===== config.mk =====
export PLATFORM = sky130hd
export DESIGN_NAME = elastic_pipe_reg
export DESIGN_NICKNAME = d
export VERILOG_FILES = /design/src/rtl/elastic_pipe_reg.sv
export SDC_FILE = /design/constraint.sdc
export NUM_CORES = 1
export LEC_CHECK = 0
export ABC_CLOCK_PERIOD_IN_PS = 3400
export CAP_MARGIN = 10
export CORE_MARGIN = 2
export CORE_UTILIZATION = 53
export CTS_BUF_LIST = sky130_fd_sc_hd__clkbuf_4 sky130_fd_sc_hd__clkbuf_8 sky130_fd_sc_hd__clkbuf_16
export DETAILED_ROUTE_END_ITERATION = 7
export PLACE_DENSITY = 0.94
export SETUP_SLACK_MARGIN = 0.5
export SYNTH_ARGS = -nofsm -noshare
export SYNTH_HDL_FRONTEND = slang
export SYNTH_SLANG_ARGS = --single-unit
export TNS_END_PERCENT = 5

===== constraint.sdc =====
create_clock -name clk_i -period 3.4 [get_ports clk_i]
set_input_delay 1.02 -clock clk_i [delete_from_list [all_inputs] [get_ports clk_i]]
set_output_delay 1.02 -clock clk_i [all_outputs]
set_load 0.005 [all_outputs]

===== src/rtl/elastic_pipe_reg.sv =====
// elastic_pipe_reg: generic stage-to-stage pipeline register with valid/ready
// backpressure, a 2-entry skid buffer, synchronous flush and bubble zeroing.
//
// Optional feature macro: PIPE_STALL_CNT_EN
//   defined   -> saturating stall counter on stall_cnt_o (cleared only by reset)
//   undefined -> no counter flops, stall_cnt_o tied to 0
//
// Ports:
//   clk_i        system clock
//   rst_i        synchronous reset, active high
//   flush_i      squash all held entries, drop this cycle's input
//   in_valid_i   upstream presents an entry
//   in_ready_o   stage can accept (registered state and reset only)
//   in_data_i    upstream payload
//   in_ctrl_i    upstream control fields
//   out_valid_o  head entry valid
//   out_ready_i  downstream accepts the head
//   out_data_o   head payload, holds its last value while empty
//   out_ctrl_o   head control, forced to zero while out_valid_o is low
//   occupancy_o  entries held: 0, 1 or 2
//   stall_cnt_o  cycles with out_valid_o & !out_ready_i
module elastic_pipe_reg #(
    parameter int unsigned DATA_W = 48,
    parameter int unsigned CTRL_W = 8,
    parameter int unsigned CNT_W  = 16
) (
    input  logic              clk_i,
    input  logic              rst_i,
    input  logic              flush_i,
    input  logic              in_valid_i,
    output logic              in_ready_o,
    input  logic [DATA_W-1:0] in_data_i,
    input  logic [CTRL_W-1:0] in_ctrl_i,
    output logic              out_valid_o,
    input  logic              out_ready_i,
    output logic [DATA_W-1:0] out_data_o,
    output logic [CTRL_W-1:0] out_ctrl_o,
    output logic [1:0]        occupancy_o,
    output logic [CNT_W-1:0]  stall_cnt_o
);

    // Encoding equals the number of held entries so occupancy is the state itself.
    typedef enum logic [1:0] {
        StEmpty = 2'd0,
        StOne   = 2'd1,
        StFull  = 2'd2
    } state_e;

    state_e            state_q, state_d;
    logic [DATA_W-1:0] main_data_q, main_data_d;
    logic [CTRL_W-1:0] main_ctrl_q, main_ctrl_d;
    logic [DATA_W-1:0] skid_data_q, skid_data_d;
    logic [CTRL_W-1:0] skid_ctrl_q, skid_ctrl_d;

    logic in_fire;
    logic out_fire;

    // in_ready depends only on registered state (plus reset), never on out_ready_i.
    assign in_ready_o  = (state_q != StFull) & ~rst_i;
    assign out_valid_o = (state_q != StEmpty);
    assign out_data_o  = main_data_q;
    assign out_ctrl_o  = out_valid_o ? main_ctrl_q : '0;
    assign occupancy_o = state_q;

    assign in_fire  = in_valid_i & in_ready_o;
    assign out_fire = out_valid_o & out_ready_i;

    always_comb begin
        state_d     = state_q;
        main_data_d = main_data_q;
        main_ctrl_d = main_ctrl_q;
        skid_data_d = skid_data_q;
        skid_ctrl_d = skid_ctrl_q;

        if (flush_i) begin
            // A same-cycle out_fire has already been consumed downstream; the
            // incoming entry is dropped. Data registers are left untouched.
            state_d = StEmpty;
        end else begin
            case (state_q)
                StEmpty: begin
                    if (in_fire) begin
                        state_d     = StOne;
                        main_data_d = in_data_i;
                        main_ctrl_d = in_ctrl_i;
                    end
                end
                StOne: begin
                    if (in_fire && out_fire) begin
                        main_data_d = in_data_i;
                        main_ctrl_d = in_ctrl_i;
                    end else if (in_fire) begin
                        state_d     = StFull;
                        skid_data_d = in_data_i;
                        skid_ctrl_d = in_ctrl_i;
                    end else if (out_fire) begin
                        state_d = StEmpty;
                    end
                end
                StFull: begin
                    // in_ready_o is low here, so only the drain path exists.
                    if (out_fire) begin
                        state_d     = StOne;
                        main_data_d = skid_data_q;
                        main_ctrl_d = skid_ctrl_q;
                    end
                end
                default: begin
                    state_d = StEmpty;
                end
            endcase
        end
    end

    always_ff @(posedge clk_i) begin
        if (rst_i) begin
            state_q     <= StEmpty;
            main_data_q <= '0;
            main_ctrl_q <= '0;
            skid_data_q <= '0;
            skid_ctrl_q <= '0;
        end else begin
            state_q     <= state_d;
            main_data_q <= main_data_d;
            main_ctrl_q <= main_ctrl_d;
            skid_data_q <= skid_data_d;
            skid_ctrl_q <= skid_ctrl_d;
        end
    end

`ifdef PIPE_STALL_CNT_EN
    logic [CNT_W-1:0] stall_cnt_q, stall_cnt_d;

    // Saturating; flush deliberately does not clear it.
    always_comb begin
        stall_cnt_d = stall_cnt_q;
        if (out_valid_o && !out_ready_i && (stall_cnt_q != {CNT_W{1'b1}})) begin
            stall_cnt_d = stall_cnt_q + {{(CNT_W-1){1'b0}}, 1'b1};
        end
    end

    always_ff @(posedge clk_i) begin
        if (rst_i) begin
            stall_cnt_q <= '0;
        end else begin
            stall_cnt_q <= stall_cnt_d;
        end
    end

    assign stall_cnt_o = stall_cnt_q;
`else
    assign stall_cnt_o = '0;
`endif

endmodule


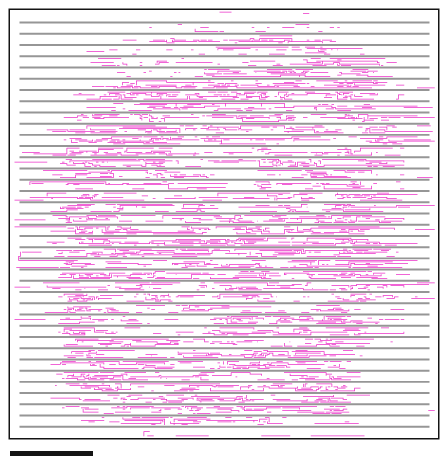
*Metal 1, run 1*
The bar under the picture is 20 µm long. Supply wires on this layer in grey.
main direction: horizontal
nets with wire on the layer: 642
longest straight run: 35.0 µm
share of all routed wire: 39%
wire length on this layer: 6140 µm

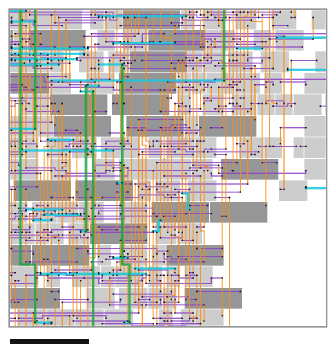
*Close-up of the layout, run 1*
The bar under the picture is 10 µm long. Window x 58 to 98, y 6 to 46 µm. Cells in grey, sequential cells in the stronger grey; small squares are vias.
[met4] green
[met3] cyan
[met1] purple
[met2] orange
netlist names of flops here include: `main_ctrl_q` (6), `out_data_o` (6), `skid_data_q` (6)
cells with their middle in the window: 118
sequential cells in the window: 21
most frequent: dfxtp_1 (21), clkdlybuf4s50_1 (18), a311oi_1 (15)

==> summary.txt, run 1 <==
Notes on the flow outputs.

- The detailed router used layers up to and including met4.
- The worst path meets setup with 508 ps of slack.
- The depth of the worst register-to-register path reads 4.
- The number of nets in the finished design is 713.
- The critical path is of the register to primary output type.
- The reg-to-reg critical path endpoint is out_data_o[38].
- The number of placed cells counting well taps is 766.
- The source-to-sink clock delay at the later pin of the worst-skew pair is 510 ps.
- The number of clock buffers in the layout is 22.
- For this run, the detailed router's first-pass iteration total came to 5.
- The number of buffers on the longest clock path reads 2.
- The post-route met1 wirelength is ~6.1 mm.
- The fraction of synthesized cell area in xor and xnor cells reads 0%.
- For reference, the clock transition at the flip-flops on the worst setup and hold paths is 50 ps.
- The post-synthesis compound-gate area fraction is 28.5%.
- The tally of unique sky130hd cells used after synthesis is 27.
- The CTS report gives the tree buffer count as 17.
- The non-clock inverter total of the final layout reads 1.
- The count of buffer and inverter cells on the critical path reads 1.
- The count of antenna-violating nets left after detailed routing is 0.
- The share of synthesized registers carrying an async set or reset is 0%.
- Counting buffers and inverters, the worst setup path is 3 cells deep.
- The number of enable flip-flop cells reads 0.
- The power consumption is 3.58 mW.
- The amount of wire on met2 after detailed routing is around 8.2 mm.
- The fraction of the yosys area taken by sequential cells reads 43.3%.
- After detailed routing, the met3 layer carries roughly 1.1 mm of wire.
- The number of warnings the tools reported reads 28.
- The number of antenna violations at the first check in global routing reads 0.
- Using the TritonRoute via totals, the vias-per-cell ratio works out to 6.44.
- OpenROAD reports that the post-layout worst path occupies around 85% of the period.
- There are 114 flip-flops and latches.
- The chip area line of the yosys report is 5270 µm².
- The main flop type reads dfxtp_1.
- The worst setup path is launched from a register.
- The busiest layer in global routing reads met2.
- The flow ran to the end, and the final reports show no timing, DRC or antenna violations.
- Per the layout report, the design carries 138 non-clock buffers.
- For this sky-water flow run, the detailed-routed wirelength per cell is reported as 19.8 µm.
- The combinational group share of total power reads 10.7%.
- The fraction of post-synthesis cell area in the top cell type by area is 43.3%.
- The count of warnings emitted by yosys is 0.
- The logic area is between 2000 and 3000 µm².
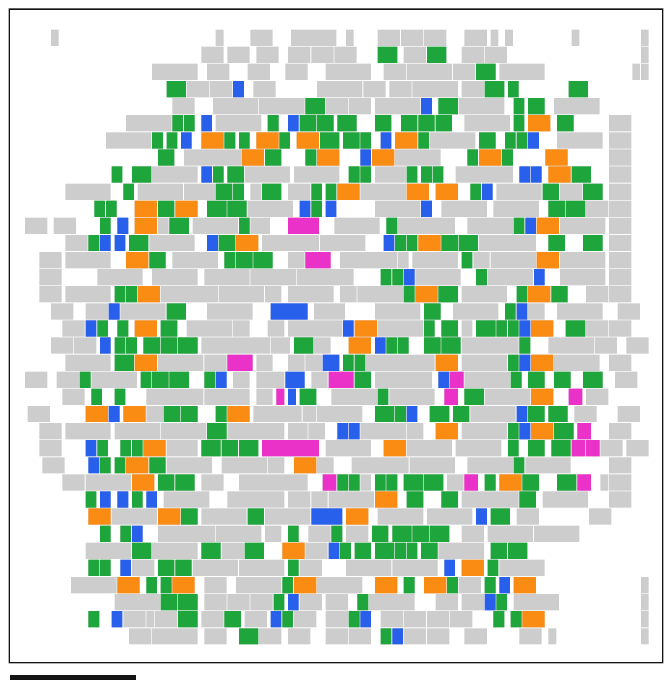
*Logic cells by family, run 1*
The bar under the picture is 20 µm long.
[NAND gates] blue | cells: 61 | most used: nand3_1 | where: widely spread
[inverting AOI/OAI gates] green | cells: 226 | where: widely spread
[multiplexers] orange | cells: 57 | most used: mux2i_1 | where: widely spread
[NOR gates] magenta | cells: 15 | most used: nor2b_1
top logic cell by instance count in the layout: clkdlybuf4s50_1
logic gate fraction of the total cell area: 37.3%
tally of non-filler cells in the final layout: 798

## Run 2: what changed since run 1
CTS_CLUSTER_SIZE = 24   (was unset)
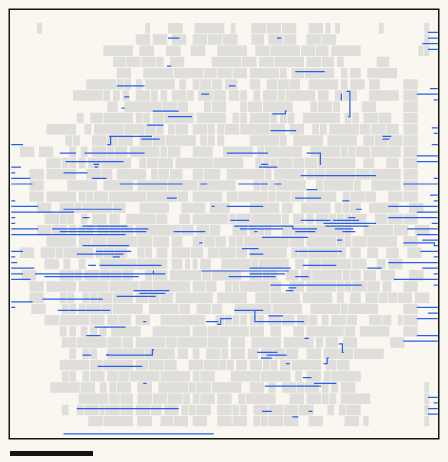
*M3 wires, run 2*
The bar under the picture is 20 µm long. Cells faint in the background.
wire length on this layer: 1050 µm
main direction: horizontal
share of all routed wire: 6.7%

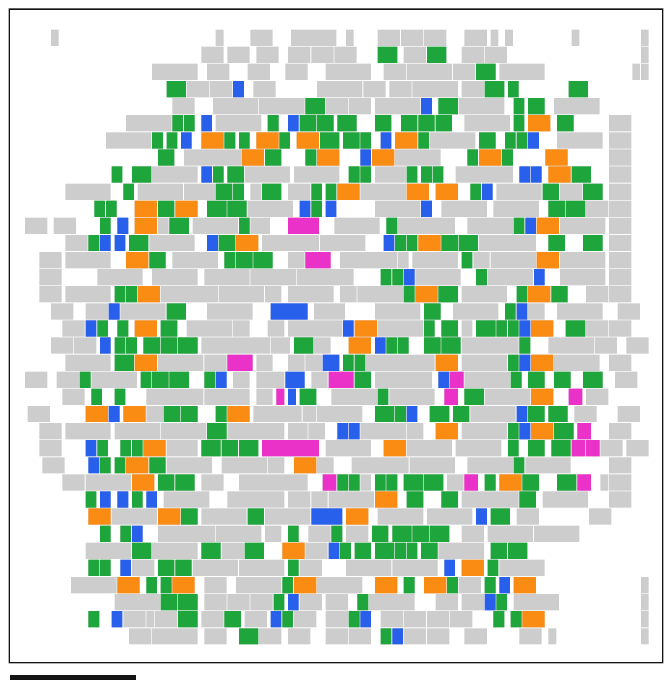
*Logic cells by family, run 2*
The bar under the picture is 20 µm long.
[inverting AOI/OAI gates] green | cells: 226 | where: widely spread
[NAND gates] blue | cells: 61 | most used: nand3_1 | where: widely spread
[NOR gates] magenta | cells: 15 | most used: nor2b_1
[multiplexers] orange | cells: 57 | most used: mux2i_1 | where: widely spread

==> run 2 against run 1 <==
Compared with the run above: via count is the same; die area is the same; total power is the same; sequential power is essentially flat; cell area is the same; highest routed layer unchanged.
==> summary.txt, run 2 <==
Notes on the flow outputs.

- The run finished with clean final reports.
- The busiest layer in global routing is met2.
- The critical path depth in cells reads 3.
- The fraction of the yosys area taken by sequential cells is 43.3%.
- The wire length on met3 is 1.05 mm.
- The share of the clock period used by the worst path is 85.1%.
- The logic area is 2620 µm².
- The post-synthesis compound-gate area fraction reads 28.5%.
- The timing report notes that buffer and inverter cells on the critical path total 1.
- Looking at the worst setup and hold paths, the clock pins of their registers show a slew of 50 ps.
- The number of clock buffers in the layout reads 22.
- The power consumption reads 3.58 mW.
- The detailed router used layers up to and including met4.
- The iteration count recorded for the first detailed-route pass is 5.
- The number of warnings the tools reported is 28.
- The number of enable flip-flop cells reads 0.
- The number of clock buffers inserted by TritonCTS is 17.
- The worst setup path is launched from a register.
- Of the post-synthesis cell area, the dominant cell type holds 43.3%.
- The count of warnings emitted by yosys is 0.
- The number of antenna violations at the first check in global routing came to 0.
- The final non-filler cell total is approximately 800.
- The number of nets in the finished design reads 713.
- Per the skew report, the later register of the worst-skew pair sees a clock latency of 510 ps.
- The main flop type reads dfxtp_1.
- The depth of the worst register-to-register path is 4.
- The number of sequential storage elements is 114.
- The non-clock inverter total of the final layout reads 1.
- The detailed-route wire length per cell reads 19.8 µm.
Power and IR drop assume default switching activity.
